<file path="config.mk">
export PLATFORM = sky130hd
export DESIGN_NAME = md_block_padder
export DESIGN_NICKNAME = d
export VERILOG_FILES = /design/src/rtl/md_pkg.sv /design/src/rtl/md_block_padder.sv
export SDC_FILE = /design/constraint.sdc
export NUM_CORES = 1
export LEC_CHECK = 0
export CAP_MARGIN = 20
export CORE_UTILIZATION = 31
export DETAILED_ROUTE_END_ITERATION = 12
export GPL_ROUTABILITY_DRIVEN = 0
export HOLD_SLACK_MARGIN = 0.02
export PLACE_DENSITY = 0.57
export SYNTH_ARGS = -nofsm -noshare
export SYNTH_HDL_FRONTEND = slang
export SYNTH_SLANG_ARGS = --single-unit
</file>
<file path="constraint.sdc">
create_clock -name clk -period 2.93 [get_ports clk]
set_clock_uncertainty 0.05 [all_clocks]
set_input_delay 0.586 -clock clk [delete_from_list [all_inputs] [get_ports clk]]
set_output_delay 0.586 -clock clk [all_outputs]
set_load 0.01 [all_outputs]
</file>
<file path="src/rtl/md_pkg.sv">
// ============================================================================
// Module   : md_pkg
// Brief    : Shared constants, state encoding and length-byte helper for the
//            MD block padder.
// Revision : 1.0
// ============================================================================
`default_nettype none

package md_pkg;

    localparam int         MD_BLOCK_W     = 512;
    localparam int         MD_BLOCK_BYTES = 64;
    localparam int         MD_LEN_OFFSET  = 56;
    localparam logic [7:0] MD_PAD_BYTE    = 8'h80;

    typedef enum logic [1:0] {
        FILL   = 2'd0,
        PAD    = 2'd1,
        OUT    = 2'd2,
        LENBLK = 2'd3
    } md_state_e;

    // Byte k (0 = most significant) of the big-endian 64-bit length field.
    function automatic logic [7:0] md_len_byte(input logic [63:0] len, input int k);
        return len[63-8*k -: 8];
    endfunction

endpackage

`default_nettype wire

</file>
<file path="src/rtl/md_block_padder.sv">
// ============================================================================
// Module   : md_block_padder
// Brief    : Packs a byte stream into 512-bit blocks and applies MD padding
//            (0x80, zero fill, 64-bit bit length) for the hash core.
// Revision : 1.0
// ============================================================================
`default_nettype none

module md_block_padder
    import md_pkg::*;
#(
    parameter int LEN_W = 64
) (
    input  logic                  clk,
    input  logic                  rst_n,
    input  logic [7:0]            s_data,
    input  logic                  s_valid,
    input  logic                  s_last,
    output logic                  s_ready,
    output logic [MD_BLOCK_W-1:0] m_block,
    output logic                  m_valid,
    output logic                  m_last_block,
    input  logic                  m_ready
);

    md_state_e        state_q,    state_d;
    logic [7:0]       buf_q       [MD_BLOCK_BYTES];
    logic [7:0]       buf_d       [MD_BLOCK_BYTES];
    logic [6:0]       idx_q,      idx_d;
    logic [LEN_W-1:0] len_q,      len_d;
    logic             final_q,    final_d;
    logic             need_len_q, need_len_d;
    logic             need_80_q,  need_80_d;
    logic [63:0]      len_ext;

    assign len_ext = 64'(len_q);

    always_comb begin
        state_d    = state_q;
        buf_d      = buf_q;
        idx_d      = idx_q;
        len_d      = len_q;
        final_d    = final_q;
        need_len_d = need_len_q;
        need_80_d  = need_80_q;

        case (state_q)
            FILL: begin
                if (s_valid) begin
                    buf_d[idx_q[5:0]] = s_data;
                    idx_d             = idx_q + 7'd1;
                    len_d             = len_q + LEN_W'(8);
                    // s_last wins over a full block so a 64-byte tail still pads.
                    if (s_last) begin
                        state_d = PAD;
                    end else if (idx_q == 7'(MD_BLOCK_BYTES - 1)) begin
                        state_d = OUT;
                    end
                end
            end

            PAD: begin
                if (idx_q < 7'(MD_LEN_OFFSET)) begin
                    buf_d[idx_q[5:0]] = MD_PAD_BYTE;
                    for (int k = 0; k < 8; k++) begin
                        buf_d[MD_LEN_OFFSET + k] = md_len_byte(len_ext, k);
                    end
                    final_d = 1'b1;
                end else if (idx_q < 7'(MD_BLOCK_BYTES)) begin
                    buf_d[idx_q[5:0]] = MD_PAD_BYTE;
                    final_d           = 1'b0;
                    need_len_d        = 1'b1;
                    need_80_d         = 1'b0;
                end else begin
                    final_d    = 1'b0;
                    need_len_d = 1'b1;
                    need_80_d  = 1'b1;
                end
                state_d = OUT;
            end

            OUT: begin
                if (m_ready) begin
                    for (int i = 0; i < MD_BLOCK_BYTES; i++) begin
                        buf_d[i] = '0;
                    end
                    idx_d = '0;
                    if (need_len_q) begin
                        state_d = LENBLK;
                    end else if (final_q) begin
                        state_d = FILL;
                        len_d   = '0;
                        final_d = 1'b0;
                    end else begin
                        state_d = FILL;
                    end
                end
            end

            LENBLK: begin
                if (need_80_q) begin
                    buf_d[0] = MD_PAD_BYTE;
                end
                for (int k = 0; k < 8; k++) begin
                    buf_d[MD_LEN_OFFSET + k] = md_len_byte(len_ext, k);
                end
                final_d    = 1'b1;
                need_len_d = 1'b0;
                need_80_d  = 1'b0;
                state_d    = OUT;
            end

            default: begin
                state_d = FILL;
            end
        endcase
    end

    always_ff @(posedge clk or negedge rst_n) begin
        if (!rst_n) begin
            state_q    <= FILL;
            for (int i = 0; i < MD_BLOCK_BYTES; i++) begin
                buf_q[i] <= '0;
            end
            idx_q      <= '0;
            len_q      <= '0;
            final_q    <= 1'b0;
            need_len_q <= 1'b0;
            need_80_q  <= 1'b0;
        end else begin
            state_q    <= state_d;
            for (int i = 0; i < MD_BLOCK_BYTES; i++) begin
                buf_q[i] <= buf_d[i];
            end
            idx_q      <= idx_d;
            len_q      <= len_d;
            final_q    <= final_d;
            need_len_q <= need_len_d;
            need_80_q  <= need_80_d;
        end
    end

    // Ready is masked by reset so nothing upstream sees a handshake while held.
    assign s_ready      = rst_n & (state_q == FILL);
    assign m_valid      = (state_q == OUT);
    assign m_last_block = m_valid & final_q;

    always_comb begin
        m_block = '0;
        for (int i = 0; i < MD_BLOCK_BYTES; i++) begin
            m_block[MD_BLOCK_W-1-8*i -: 8] = buf_q[i];
        end
    end

endmodule

`default_nettype wire
</file>
layer_met2.png
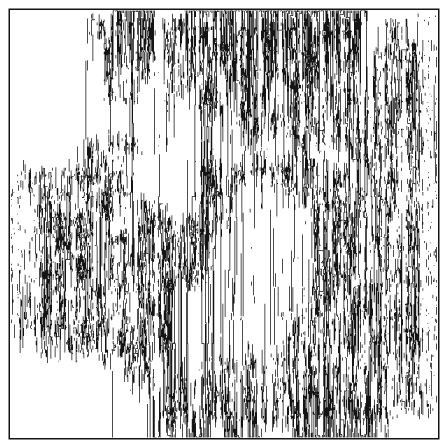
- main direction: vertical
- wire length on this layer: 43.9 mm
- longest straight run: 150 um

placement_by_type.png
Scale bar: 100 um. Fill, decap, tap and diode cells in grey.
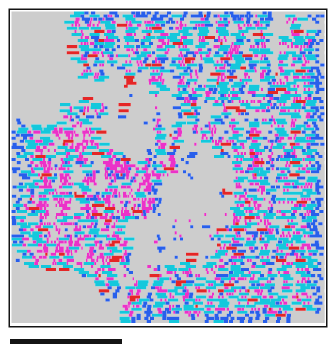
- red: clock drivers and dummy loads (cells 121; share of their area 7.1%)
- cyan: sequential cells (cells 585; share of their area 45%)
- magenta: combinational and other logic (cells 1,595; share of their area 27%)
- blue: remaining buffers and delay cells (cells 680; share of their area 21%)

==> impl_metrics.ini <==
; synthesis and place-and-route metrics
[clock_tree]
clkSlewWorstSetupHoldPaths_ns = 0.06
ctsHtreeMaxLevel = 3
clock-sinks = 585
cts.path.max_buffers = 3
clock_latency_ns = 0.62
cts_tree = yes
root_buffer = clkbuf_16
cts-buffers-inserted = 70

[route]
wirelength_um = 92500
ant_nets = 0
route.detailed.drc = 0
drtIter0Drc = 1693
first_pass_iters = 5
via_per_inst = 5.30
vias = 21300
wl_per_cell_um = 23.0

[cells_and_area]
regArea_um2 = 14600
final_layout_size_suffix_gt1_frac = 0.0973
num_antenna_cells = 0
finalNonFillerCells = 4021
post-route-util = 0.435
logic_area_um2 = 8680
nets = 2952
nFillCells = 7372
area_delta_synth_final_pct = 38.8

[floorplanning]
die_x_um = 282
chip_area_um2 = 79200
num_rows = 102
ioPinCount = 528
coreArea_um2 = 77300
fp-utilization = 0.313
die_h_um = 282

[synthesis]
synth-main-ff-cell = dfrtp_1
ys_area_um2 = 24200
synth_area_leader_cell = dfrtp_1
area_leaders = dfrtp_1 (60%), o21ai_0 (11%), nand3_1 (9.9%), clkbuf_1 (3.3%), a21oi_1 (3.2%)
top_area_frac = 0.604
async_flop_share = 1.00
mappedNetlistArea_um2 = 24200
synth-edff-count = 0
synth_warnings = 0
ys_cells = 2425
avgSynthCellArea_um2 = 9.99
synthDistinctLibCells = 47
synthTopCellsByCount = dfrtp_1 (585), o21ai_0 (524), nand3_1 (478)
synthCells = 2425
ys.flops = 585
top_cell = dfrtp_1
synth_seq_share = 0.604
floorplan.nets = 2445

[sta]
relSlewSlack = 0.278
fin_crit_ns = 2.82
hold_violations = 0
setup_viol = 0
finalClockPeriodUsage = 0.964
clock.fmax_ghz = 0.354
slew_violations = 0
tightestPinTransition_ns = 1.08
rsz0062_at_grt = false

[global_routing]
overflow = 0
antenna_found_initial = 2
grt_pass1_vias = 20600
grt_start_max_net_pins = 175
grt_util_all_layers = 0.227
grt_pass1_wl_um = 135000

[placed_design]
portBuffers = 527
dp_cells = 3895
dp_hpwl_um = 62400

[setup_path]
critPathKind = flip-flop to output port
rr_startpoint = state_q[1]
r2r-end = m_block[130]
critPathRequiredTime_ns = 2.29
r2r_slack_ns = 0.15
setup.worst_path.start = state_q[0]
worst_setup_path_end_kind = output port
start_kind = flip-flop
crit_path_max_fanout = 6
ff2ff_path_depth = 6
cp_slowest_cell = clkdlybuf4s50_1
critPathMaxStageDelay_ns = 0.53
crit_chain = inv_1 > ha_1 > buf_6 > and2_1 > clkdlybuf4s50_1
critPathArrivalTime_ns = 2.19

[pwr]
pwr_density_cell_nw_per_um2 = 839
vdd_drop_max_mv = 0.671
leakage_nw = 13.9
power_w = 0.0282

[hold_path]
hp-class = input pin to async pin

[run]
max-cap-violations = 0
openroad.warnings = 38

[outcome]
status = finished, final reports clean
repair_timing:
item,4_1_cts,5_1_grt
buffers inserted,0,3
gates cloned,0,0
hold buffers,1,0
gates resized,1,2
endpoints found under the setup margin,1,5
hold endpoints to repair,17,0
kinds of logic (layout without fill, tap and decap cells):
kind of cell,Yosys count,in the layout,synth area share
xor+xnor,28,28,0.0101
fa+ha+maj,7,7,0.00362
compound gates,803,803,0.182
buf+inv,258,814,0.0408
mux,5,5,0.00217
flops,585,585,0.604
simple gates,739,739,0.156
cell type report:
type | instances | area share
Inverter | 13 | 0.00145
Timing Repair Buffer | 680 | 0.197
Clock inverter | 24 | 0.00901
Multi-Input combinational cell | 1582 | 0.258
Clock buffer | 97 | 0.0596
Tap cell | 1040 | 0.0387
Sequential cell | 585 | 0.436
sequential cells by signal, summed over array words and instances, names as in the netlist:
name and cells:
need_80_q 1, len_ext 61, need_len_q 1, final_q 1
idx_q 7, m_block 512, state_q 2
through the flow:
stage | instance area, um2 | setup TNS [ns] | hold slack (ns) | setup WS (ns)
after floorplan | 24200 | 0 | 0.240 | 0.423
after global placement | 31200 | -2.46 | 0.416 | -0.0924
after detailed placement | 31200 | -11.07 | 0.421 | -0.163
after CTS | 33600 | 0 | 0.214 | 0.0301
after global routing | 33600 | 0 | 0.0691 | 0.00861
final | 33600 | 0 | 0.0629 | 0.106
power by group:
group	switching [W]	leakage [nW]	internal, W
Sequential	0.000616	8.09	0.00881
Clock	0.00356	1.13	0.00516
Combinational	0.00685	4.65	0.00322
Total	0.0110	13.9	0.0172
placed cells by master (no fill, tap or decap), drive strengths merged, types with 18 or more instances in the layout:
cell,n
clkbuf,97
o2bb2ai,63
nor2,53
nand4,22
o21ai,531
a21oi,157
o31ai,18
clkdlybuf4s50,526
dfrtp,585
buf,153
nand3,478
or3,31
nand2,60
critical path: cells and delay by family (launching register included):
kind,cells,cell delay [ns]
buffers and inverters,3,0.80
DFF,1,0.42
adders and majority gates,1,0.22
and+or+nand+nor,1,0.14
layer usage:
metal | GRT usage | up-vias | wire [um]
li1 | - | 9776 | -
met1 | 0.285 | 10500 | 37800
met2 | 0.373 | 822 | 43900
met3 | 0.0512 | 176 | 7190
met4 | 0.0977 | 2 | 3570
met5 | 0 | - | 13
worst max-delay path by stage:
stage              endpoint  slack, ns  depth (start not counted)
6_report       m_last_block       0.11                          5
5_1_grt             s_ready      0.009                          4
4_1_cts        m_last_block       0.03                          5
3_5_place_dp   m_block[224]      -0.16                          9
3_3_place_gp   m_block[162]      -0.09                          9
2_1_floorplan   len_ext[11]       0.42                          8
Power figures rest on the tool's default switching activity, not on a simulated workload.
